### config.mk
export PLATFORM = sky130hd
export DESIGN_NAME = rtc_alarm_core
export DESIGN_NICKNAME = d
export VERILOG_FILES = /design/src/rtl/rtc_alarm_core.sv
export SDC_FILE = /design/constraint.sdc
export NUM_CORES = 1
export LEC_CHECK = 0
export CAP_MARGIN = 20
export CELL_PAD_IN_SITES_DETAIL_PLACEMENT = 1
export CELL_PAD_IN_SITES_GLOBAL_PLACEMENT = 2
export CORE_MARGIN = 2
export CORE_UTILIZATION = 32
export CTS_CLUSTER_DIAMETER = 150
export DETAILED_ROUTE_END_ITERATION = 16
export PLACE_DENSITY_LB_ADDON = 0.1
export SLEW_MARGIN = 20
export SYNTH_ARGS = -nofsm -noshare
export SYNTH_HDL_FRONTEND = slang
export SYNTH_SLANG_ARGS = --single-unit
### constraint.sdc
create_clock -name mclk -period 3.4 [get_ports mclk]
set_clock_uncertainty 0.2 [all_clocks]
set_input_delay 0.68 -clock mclk [delete_from_list [all_inputs] [get_ports mclk]]
set_output_delay 0.68 -clock mclk [all_outputs]
set_load 0.02 [all_outputs]
### src/rtl/rtc_alarm_core.sv
// rtc_alarm_core: divides mclk to a 1 Hz second event and keeps 24 h BCD time
// HH:MM:SS. It holds N_ALARMS enable-able HH:MM alarm slots and drives a buzzer
// for RING_SECS seconds on a match. It also emits a day-rollover pulse.
// Optional feature macro: RTC_SNOOZE_EN adds a single snooze target register
// that re-rings SNOOZE_MIN minutes after a snooze pulse.
module rtc_alarm_core #(
    parameter int M_FREQ     = 20000000,
    parameter int N_ALARMS   = 4,
    parameter int RING_SECS  = 5,
    parameter int SNOOZE_MIN = 5,
    localparam int IDX_W     = (N_ALARMS > 1) ? $clog2(N_ALARMS) : 1
) (
    input  logic                mclk,
    input  logic                rst,
    input  logic                run,
    input  logic                set_time_vld,
    input  logic [23:0]         set_time,
    input  logic                alm_wr,
    input  logic [IDX_W-1:0]    alm_idx,
    input  logic [15:0]         alm_time,
    input  logic                alm_en,
    input  logic                ack,
    input  logic                snooze,
    output logic [23:0]         bcd_time,
    output logic                tick,
    output logic                day_roll,
    output logic                buzzer,
    output logic [N_ALARMS-1:0] alm_hit
);

    localparam int               DIV_W     = (M_FREQ > 1) ? $clog2(M_FREQ) : 1;
    localparam logic [DIV_W-1:0] DIV_LAST  = DIV_W'(M_FREQ - 1);
    localparam logic [7:0]       RING_LOAD = 8'(RING_SECS);

    logic [DIV_W-1:0]    div_cnt;
    logic [7:0]          ring_cnt;
    logic [15:0]         slot_time [N_ALARMS];
    logic [N_ALARMS-1:0] slot_en;
    logic [N_ALARMS-1:0] match_vec;
    logic [23:0]         nt;
    logic                sec_ev;
    logic                set_ok;
    logic                sec_adv;
    logic                wr_ok;
    logic                ring_start;
    logic                snz_hit;
    logic                snz_req;

    // HH:MM is valid when hours are 00..23 and minutes 00..59
    function automatic logic hm_ok(input logic [15:0] hm);
        logic ok;
        ok = (hm[15:12] <= 4'd2) && (hm[11:8] <= 4'd9) &&
             (hm[7:4] <= 4'd5) && (hm[3:0] <= 4'd9);
        if ((hm[15:12] == 4'd2) && (hm[11:8] > 4'd3))
            ok = 1'b0;
        return ok;
    endfunction

    function automatic logic time_ok(input logic [23:0] t);
        return hm_ok(t[23:8]) && (t[7:4] <= 4'd5) && (t[3:0] <= 4'd9);
    endfunction

    // One-second BCD increment with ripple carry through all six digits
    function automatic logic [23:0] next_time(input logic [23:0] t);
        logic [3:0] h1, h0, m1, m0, s1, s0;
        {h1, h0, m1, m0, s1, s0} = t;
        if (s0 != 4'd9) begin
            s0 = s0 + 4'd1;
        end else begin
            s0 = 4'd0;
            if (s1 != 4'd5) begin
                s1 = s1 + 4'd1;
            end else begin
                s1 = 4'd0;
                if (m0 != 4'd9) begin
                    m0 = m0 + 4'd1;
                end else begin
                    m0 = 4'd0;
                    if (m1 != 4'd5) begin
                        m1 = m1 + 4'd1;
                    end else begin
                        m1 = 4'd0;
                        if ((h1 == 4'd2) && (h0 == 4'd3)) begin
                            h1 = 4'd0;
                            h0 = 4'd0;
                        end else if (h0 != 4'd9) begin
                            h0 = h0 + 4'd1;
                        end else begin
                            h0 = 4'd0;
                            h1 = h1 + 4'd1;
                        end
                    end
                end
            end
        end
        return {h1, h0, m1, m0, s1, s0};
    endfunction

`ifdef RTC_SNOOZE_EN
    logic        snz_arm;
    logic [15:0] snz_time;

    // HH:MM + SNOOZE_MIN with carry into hours and wrap at 24 h
    function automatic logic [15:0] snooze_target(input logic [15:0] hm);
        int h;
        int m;
        h = int'(hm[15:12]) * 10 + int'(hm[11:8]);
        m = int'(hm[7:4]) * 10 + int'(hm[3:0]) + SNOOZE_MIN;
        if (m >= 60) begin
            m = m - 60;
            h = h + 1;
        end
        if (h >= 24)
            h = h - 24;
        return {4'(h / 10), 4'(h % 10), 4'(m / 10), 4'(m % 10)};
    endfunction

    assign snz_req = snooze && buzzer;
    assign snz_hit = sec_adv && snz_arm && (nt[7:0] == 8'h00) && (nt[23:8] == snz_time);

    // Single snooze target: armed by a snooze while ringing, consumed when it rings or on ack
    always_ff @(posedge mclk) begin
        if (rst) begin
            snz_arm  <= 1'b0;
            snz_time <= 16'h0000;
        end else if (ack || snz_hit) begin
            snz_arm <= 1'b0;
        end else if (snz_req && !ring_start) begin
            snz_arm  <= 1'b1;
            snz_time <= snooze_target(bcd_time[23:8]);
        end
    end
`else
    logic unused_snooze;

    assign snz_req       = 1'b0;
    assign snz_hit       = 1'b0;
    assign unused_snooze = snooze ^ SNOOZE_MIN[0];
`endif

    // Second event, load/write qualification and alarm compare on the next time value
    always_comb begin
        sec_ev    = run && (div_cnt == DIV_LAST);
        set_ok    = set_time_vld && time_ok(set_time);
        sec_adv   = sec_ev && !set_ok;
        nt        = next_time(bcd_time);
        wr_ok     = alm_wr && hm_ok(alm_time) && (int'(alm_idx) < N_ALARMS);
        match_vec = '0;
        for (int i = 0; i < N_ALARMS; i++)
            match_vec[i] = sec_adv && slot_en[i] && (nt[7:0] == 8'h00) &&
                           (slot_time[i] == nt[23:8]);
        ring_start = (|match_vec) || snz_hit;
    end

    // Divider and time-of-day; a valid load wins over a coincident second event
    always_ff @(posedge mclk) begin
        if (rst) begin
            div_cnt  <= '0;
            bcd_time <= 24'h000000;
            tick     <= 1'b0;
            day_roll <= 1'b0;
        end else begin
            if (set_ok || sec_ev)
                div_cnt <= '0;
            else if (run)
                div_cnt <= div_cnt + DIV_W'(1);

            if (set_ok)
                bcd_time <= set_time;
            else if (sec_adv)
                bcd_time <= nt;

            tick     <= sec_adv;
            day_roll <= sec_adv && (bcd_time == 24'h235959);
        end
    end

    // Alarm slot storage; invalid times are dropped
    always_ff @(posedge mclk) begin
        if (rst) begin
            slot_en <= '0;
            for (int i = 0; i < N_ALARMS; i++)
                slot_time[i] <= 16'h0000;
        end else if (wr_ok) begin
            slot_en[alm_idx]   <= alm_en;
            slot_time[alm_idx] <= alm_time;
        end
    end

    // Ring control: a match beats ack, ack beats snooze, otherwise count down per second
    always_ff @(posedge mclk) begin
        if (rst) begin
            buzzer   <= 1'b0;
            ring_cnt <= 8'd0;
            alm_hit  <= '0;
        end else if (ring_start) begin
            buzzer   <= 1'b1;
            ring_cnt <= RING_LOAD;
            alm_hit  <= (ack ? {N_ALARMS{1'b0}} : alm_hit) | match_vec;
        end else if (ack) begin
            buzzer   <= 1'b0;
            ring_cnt <= 8'd0;
            alm_hit  <= '0;
        end else if (snz_req) begin
            buzzer   <= 1'b0;
            ring_cnt <= 8'd0;
        end else if (sec_adv && (ring_cnt != 8'd0)) begin
            ring_cnt <= ring_cnt - 8'd1;
            if (ring_cnt == 8'd1)
                buzzer <= 1'b0;
        end
    end

endmodule

Clock network drawn from the DEF:
Scale bar: 50 um.
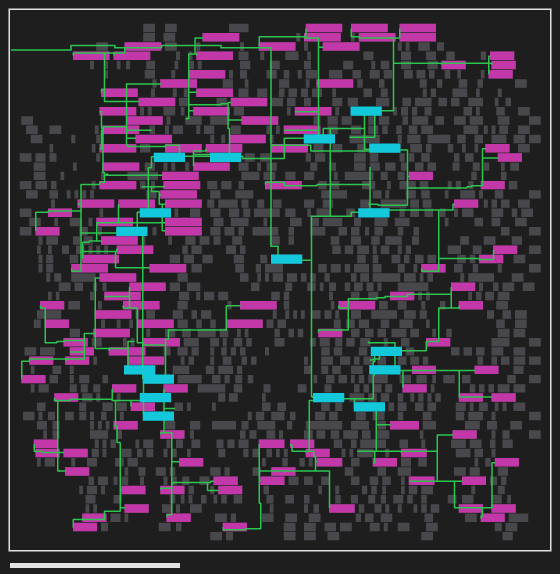
- flip-flops: magenta (count 132)
- clock drivers: cyan (count 17)
- clock wires: green (length 2050 um)
- routed clock nets: 18
- flops lie: widely spread

Congestion heat map:
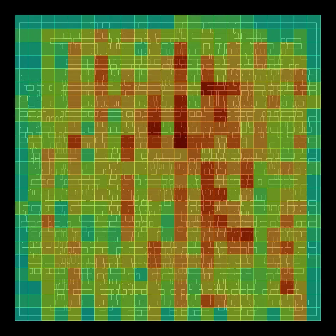
met3 track demand over resource in global routing: 0.0307
met1 usage in global routing: 0.290
M2 GR Usage: 0.375

==> ds_physical_params.txt <==
Table: implementation figures

Parameter                              Value

Critical path
  R2R Path End    ring_cnt[1]
  Crit start category    register

Run status
  Outcome    finished with violations
  Failing checks    negative setup slack

Synth
  Share of synthesized registers carrying an async set or reset    0
  Distinct cell type count after synthesis    72

Global routing
  First-pass GRT wire length    43400 um
  Residual overflow from global routing    0

Cells and area
  Nets@finish    1128
  Share of the final layout cell area in sequential cells    0.304
  Fin cells    1398
  Antenna diode count    0
  Number of sequential cells    132
  Top logic cell by instance count in the layout    buf_4

STA
  Post-layout min period    3440 ps
  Final worst setup slack    -40.9 ps
  Unrepaired setup endpoints after global routing    yes
  Final Setup Violations    9

Hold path
  Worst Hold Endpoint    buzzer

Detailed routing
  Post-DR wirelength/cell    19.8 um
  Violation count after the first detailed-routing iteration    331

Clock tree
  Number of buffers inserted by post-CTS setup repair    5
  Maximum count of clock buffers along a single path    2
  Later-pin clock latency in the skew report    420 ps

Power
  Flop+latch power    1.76 mW

Floorplanning
  Core Box Area    23500 um^2
[routing by layer]
layer	GRT usage	wire [um]	vias to the layer above
li1	-	-	3449
met1	0.290	13000	3542
met2	0.375	13400	143
met3	0.0307	829	29
met4	0.0632	527	0
met5	0	0	-
[critical path: stages, from the launching register on]
cell,delay (ps)
dfxtp_2,310
or3b_1,380
buf_6,150
nor4_4,280
buf_4,200
buf_6,110
a21boi_4,180
or2_4,170
o22ai_2,70
or4_4,560
nor4b_4,360
or4_4,280
nor3b_2,60
[kinds of logic (layout without fill, tap and decap cells)]
group,count (synthesis),in the layout,share of synthesized area
flops,132,132,0.427
simple gates,373,373,0.253
compound gates,143,143,0.120
fa+ha+maj,12,12,0.0195
other cells,1,12,0.000488
xor+xnor,96,96,0.109
mux,22,22,0.0288
buf+inv,77,289,0.0420
Power and IR drop assume default switching activity.
